==> config.mk <==
export PLATFORM = sky130hd
export DESIGN_NAME = button_event_arbiter
export DESIGN_NICKNAME = d
export VERILOG_FILES = /design/src/rtl/btn_evt_pkg.sv /design/src/rtl/btn_debounce.sv /design/src/rtl/button_event_arbiter.sv
export SDC_FILE = /design/constraint.sdc
export NUM_CORES = 1
export LEC_CHECK = 0
export ABC_CLOCK_PERIOD_IN_PS = 3730
export CORE_MARGIN = 10
export CORE_UTILIZATION = 50
export DETAILED_ROUTE_END_ITERATION = 8
export HOLD_SLACK_MARGIN = 0.05
export MAX_ROUTING_LAYER = met4
export PLACE_DENSITY = 0.71
export SLEW_MARGIN = 20
export SYNTH_ARGS = -nofsm -noshare
export SYNTH_HDL_FRONTEND = slang
export SYNTH_SLANG_ARGS = --single-unit
export TNS_END_PERCENT = 30
==> constraint.sdc <==
create_clock -name clk -period 3.73 [get_ports clk]
set_input_delay 0.746 -clock clk [delete_from_list [all_inputs] [get_ports clk]]
set_output_delay 0.746 -clock clk [all_outputs]
set_load 0.05 [all_outputs]
### Sizing map, run 1

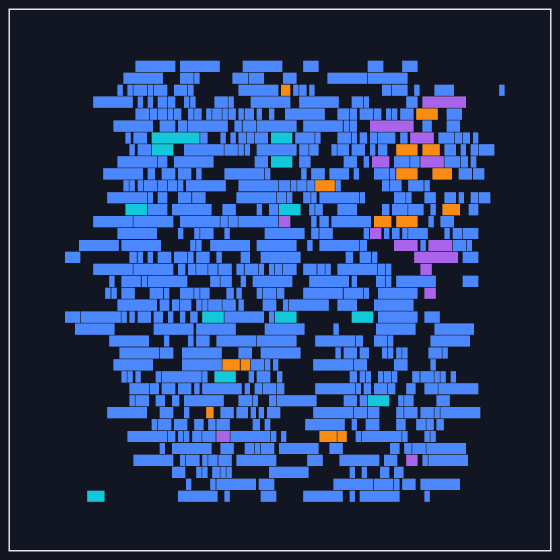
legend:
  blue:
    size: x1 and smaller
    cells: 515
  cyan:
    size: x6 and larger
    cells: 12
  orange:
    size: x2
    cells: 15
  purple:
    size: x3 and x4
    cells: 14
Final Worst Setup Slack: 0.405 ns
Buffers excl. clock: 18

### Clock network drawn from the DEF, run 1

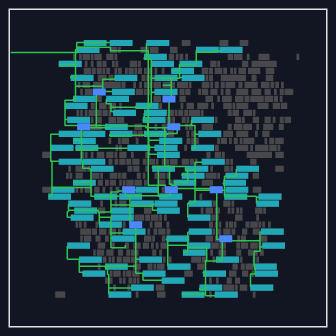
legend:
  green:
    item: clock wires
    length: 1130 um
  blue:
    item: clock-net drivers
    count: 9
  cyan:
    item: flip-flops
    count: 99
routed clock nets: 10
clock-net power: 0.672 mW
power share of the clock group: 19.8%
Setup Skew: 0.0114 ns
Late-Pin Clk Latency: 0.36 ns

### Track usage over the die, run 1

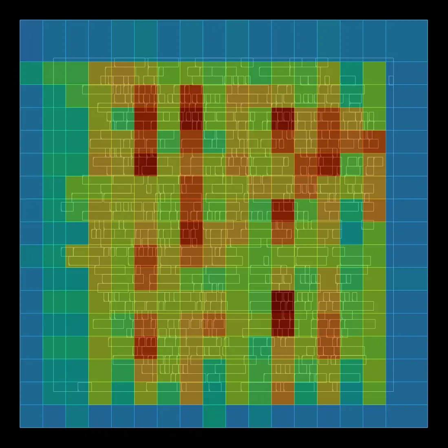
grt met1 use: 17.2%
met2 Use GR: 22.3%
routed length per instance: 13.9 um
met3 usage: 2.64%

==> Slide: Implementation Results, run 1 <==
Synthesis and Place & Route Summary

Status
  • Status: completed

Timing
  • Slew headroom: 43.5%
  • Setup TNS: 0 ns
  • Post-layout period usage: 89.1%
  • Worst-margin pin slew: 0.848 ns
  • RSZ-0062 raised after global routing: false
  • Final setup viols: 0
  • F_max: 301 MHz
  • Fin crit period: 3.32 ns
  • Hold slack: 0.344 ns

Final layout
  • Logic share of the area: 45.9%
  • # fillers: 928
  • Area of the multi-input gates: 2610 um2
  • Final clock-cell share: 3.38%
  • Final instance area: 5700 um2
  • Top cell category: multi-input combinational cells
  • Flop share of the area: 43.5%
  • MI comb cells: 405
  • NonClk Buf Share: 3.01%
  • Most frequent logic cell in the layout: nor2_1
  • Final std cells w/o fill: 692
  • Nets@finish: 570

Floorplan
  • Die W: 123 um
  • Die Y: 123 um

Worst setup path
  • Critical path fanouts, max: 10
  • Startpoint type of the worst setup path: register
  • CP bufs+invs: 2
  • Worst EP arrival: 3.55 ns
  • Crit path DRT: 3.96 ns
  • Worst reg2reg path depth: 12
  • Slowest CP cell: ha_1
  • Reg-to-reg slack, setup: 0.41 ns
  • CP Capture Type: register
  • Crit-path max cell delay: 0.57 ns

Clock network
  • Total CTS buffers: 9
  • Post-CTS Setup Inserts: 0
  • Hold-fix buffers, CTS: 0

Hold path
  • Hold WC Path Type: reg -> reg

Logic synthesis
  • Post-Synthesis Cells: 547
  • Synth Area per Inst: 9.70 um2
  • Ys async rst share: 100%
  • Complex Gates by Area: 6.51%
  • Number of enable flip-flop cells: 0
  • Synth Register Bits: 99
  • Synthesis area per yosys: 5300 um2
  • Seq share, synth: 46.7%

Place
  • RD Place Congestion: 0.917
  • DP Wirelength: 6710 um

Power
  • VDD IR max: 0.000316 V
  • P_seq: 1.23 mW
  • Comb power: 1.50 mW
  • Sw Pwr: 1.33 mW
  • Pwr Density: 598 nW/um2

Route
  • Antenna Nets Post-Route: 0
  • Via count: 3766
  • Met1 Wirelength: 4560 um
  • Routed wl met3: 256 um
  • Drt first-iter violations: 267
  • DRC viols: 0

GRT
  • Total global-route track usage: 14.0%
-- run 1: cell usage after synthesis (3+ instances only) --
master	count	area, um2
a211oi_1	5	37.5
a21oi_1	3	15.0
and3_1	13	81.3
and4_1	4	35.0
buf_2	6	30.0
buf_4	6	45.0
buf_6	3	33.8
clkbuf_1	10	37.5
dfrtp_1	99	2480
ha_1	11	138
inv_1	18	67.6
mux2_2	5	56.3
mux2_4	4	60.1
mux2i_1	7	70.1
mux2i_2	4	55.1
nand2_1	35	131
nand2b_1	4	25.0
nand3_1	38	190
nand3b_1	6	45.0
nand4_1	10	62.6
nor2_1	110	413
nor2b_1	4	25.0
nor3_1	10	50.1
nor4_1	4	25.0
nor4b_1	3	26.3
o21ai_0	9	45.0
or2_2	3	18.8
or3_1	3	18.8
xnor2_1	40	350
xor2_1	29	254
==> run 2, diff against run 1 <==
--- a/config.mk
+++ b/config.mk
@@ -6,12 +6,14 @@
 export NUM_CORES = 1
 export LEC_CHECK = 0
 export ABC_CLOCK_PERIOD_IN_PS = 3730
+export CORE_ASPECT_RATIO = 1.2
 export CORE_MARGIN = 10
 export CORE_UTILIZATION = 50
 export DETAILED_ROUTE_END_ITERATION = 8
 export HOLD_SLACK_MARGIN = 0.05
 export MAX_ROUTING_LAYER = met4
 export PLACE_DENSITY = 0.71
+export RECOVER_POWER = 100
 export SLEW_MARGIN = 20
 export SYNTH_ARGS = -nofsm -noshare
 export SYNTH_HDL_FRONTEND = slang
### The metal 3 layer, run 2

Cells faint in the background.
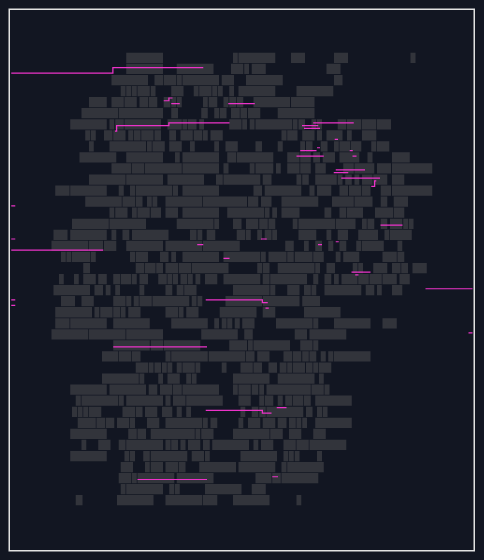
wire length on this layer: 265 um
main direction: horizontal
share of all routed wire: 2.8%
nets with wire on the layer: 26
via count: 3753
met3 usage: 3.26%
final WL: 9640 um

### Logic cells by family, run 2

Scale bar: 20 um.
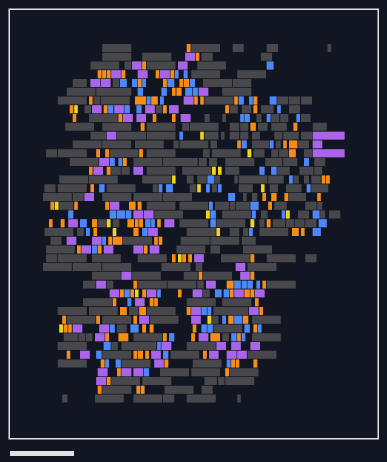
legend:
  blue:
    family: nand cells
    cells: 93
  purple:
    family: xor and xnor cells
    cells: 71
  yellow:
    family: inv cells
    cells: 19
  orange:
    family: nor cells
    cells: 133
final std cells w/o fill: 685
logic share of the area: 44.6%
most frequent logic cell in the layout: nor2_1

### Clock network drawn from the DEF, run 2

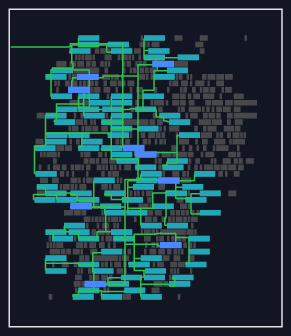
legend:
  green:
    item: clock wires
    length: 1140 um
  cyan:
    item: flip-flops
    count: 99
  blue:
    item: clock-net drivers
    count: 9
routed clock nets: 10
Setup Skew: 0.00424 ns
power share of the clock group: 29.6%
clock-net power: 1.11 mW
Late-Pin Clk Latency: 0.34 ns

==> run 2 against run 1 <==
Against the previous run:
- the run now ends with max-capacitance violations, max-slew violations left
- largest cell class unchanged
- sequential power about the same
- critical path depth fell by 1
- power rose by 11%
- wire length about the same
- register-to-register slack worse by 0.22 ns
- critical path type unchanged
- critical endpoint unchanged
- largest power group unchanged
==> Slide: Implementation Results, run 2 <==
Synthesis and Place & Route Summary

Route
  • Drt first-iter violations: 215
  • Antenna Nets Post-Route: 0
  • Routed length per instance: 14.1 um
  • DRC viols: 0

Floorplan
  • Die Y: 133 um
  • Core Box Area: 10500 um2
  • Die W: 114 um
  • Cell Rows: 41
  • Total I/O pin count: 16

Logic synthesis
  • Mux area share: 4.55%
  • Synth warnings: 0
  • Synth area leader: dfrtp_1
  • Post-Synthesis Cells: 547
  • Xor/xnor share: 12.4%
  • Area share of fa/ha/maj cells after synthesis: 2.59%
  • Top cells by count: nor2_1, dfrtp_1, xnor2_1, nand3_1, nand2_1
  • Synthesis area per yosys: 5300 um2
  • Synth Register Bits: 99
  • Number of enable flip-flop cells: 0
  • Dominant cell area share: 46.7%
  • Ys async rst share: 100%
  • Logic family by area: simple AND/OR/NAND/NOR gates
  • Seq share, synth: 46.7%
  • Count leader, synth: nor2_1
  • Post-synth cell types: 61
  • Synth Area per Inst: 9.70 um2
  • Top area cell types: dfrtp_1, nor2_1, xnor2_1
  • Complex Gates by Area: 6.51%

Power
  • P_seq: 1.23 mW
  • VDD IR max: 0.000367 V
  • Pwr Density: 646 nW/um2
  • Total power: 3.77 mW
  • Comb power: 1.42 mW
  • Top power group: combinational cells
  • Seq pwr share: 32.6%
  • Sw Pwr: 1.32 mW
  • Leakage power: 2.53 nW

Clock network
  • Clock-pin slew on the worst setup and hold paths: 0.06 ns
  • Post-CTS sizing: 0
  • Clock root cell: clkbuf_16
  • Post-CTS Setup Inserts: 0
  • Total CTS buffers: 9
  • Clock buffer depth: 2
  • Hold-fix buffers, CTS: 0

Place
  • RD Place Congestion: 0.883
  • Setup WS pre-CTS: 0.283 ns
  • DP Wirelength: 6630 um
  • Inst Count DP: 670

Worst setup path
  • Critical path fanouts, max: 10
  • Startpoint type of the worst setup path: register
  • Worst reg2reg path depth: 11
  • Reg-to-reg slack, setup: 0.19 ns
  • Crit-path max cell delay: 0.65 ns
  • CP Capture Type: register
  • Slowest CP cell: ha_1
  • Crit path DRT: 3.94 ns
  • Worst EP arrival: 3.75 ns
  • Critical path cell sequence: clkinv_1 -> ha_1 -> mux2_4 -> nor2b_1 -> o21ai_0 -> nor2_1 -> a211oi_1 -> ha_1 -> inv_1 -> o21ai_0 -> o211ai_2

Final layout
  • # diodes: 0
  • Area delta synth->final: 9.91%
  • Nets@finish: 570
  • Final instance area: 5830 um2
  • Share of cells above drive strength 1: 6.47%

Timing
  • Slew Viols, Final: 65
  • Post-layout period usage: 94.9%
  • Hold slack: 0.344 ns
  • Fin crit period: 3.54 ns
  • Setup TNS: 0 ns
  • Final Hold Fails: 0
  • Worst-margin pin slew: 1.58 ns
  • F_max: 282 MHz
  • Slew headroom: -5.28%
  • Final setup viols: 0
  • Final Worst Setup Slack: 0.190 ns
  • RSZ-0062 raised after global routing: false

Status
  • Status: complete, but fails checks
  • Failing checks: max-capacitance violations, max-slew violations

Hold path
  • Hold WC Path Type: reg -> reg

Flow run
  • Log Warnings: 30
  • MaxCap Viol Count: 1

GRT
  • Total global-route track usage: 13.9%
  • Vias in the first global route: 3767
run 2: cell counts after synthesis:
No cell type changed its count.
run 2: worst max-delay path: cells and delay by family (launching register included):
family	cells	cell delay (ns)
DFF	1	0.35
AOI/OAI and AO/OA	4	1.23
and+or+nand+nor	2	0.28
buffers and inverters	2	0.29
muxes	1	0.37
adders and majority gates	2	0.90
run 2: routing by layer:
metal	wire length [um]	vias to the layer above	GRT usage, %
met5	0	-	-
met4	278	0	6.90
met3	265	22	3.26
met2	4600	53	20.5
met1	4500	1828	17.3
li1	-	1850	-
run 2: layout make-up:
cell class,instances,area [um2]
repair buffers,18,158
clock buffers,10,239
well taps,129,161
multi-input cells,405,2600
flip-flops and latches,99,2480
fillers,936,4640
inverters,19,71.3
clock inverters,5,125
Power is estimated from default activity; no workload was simulated.
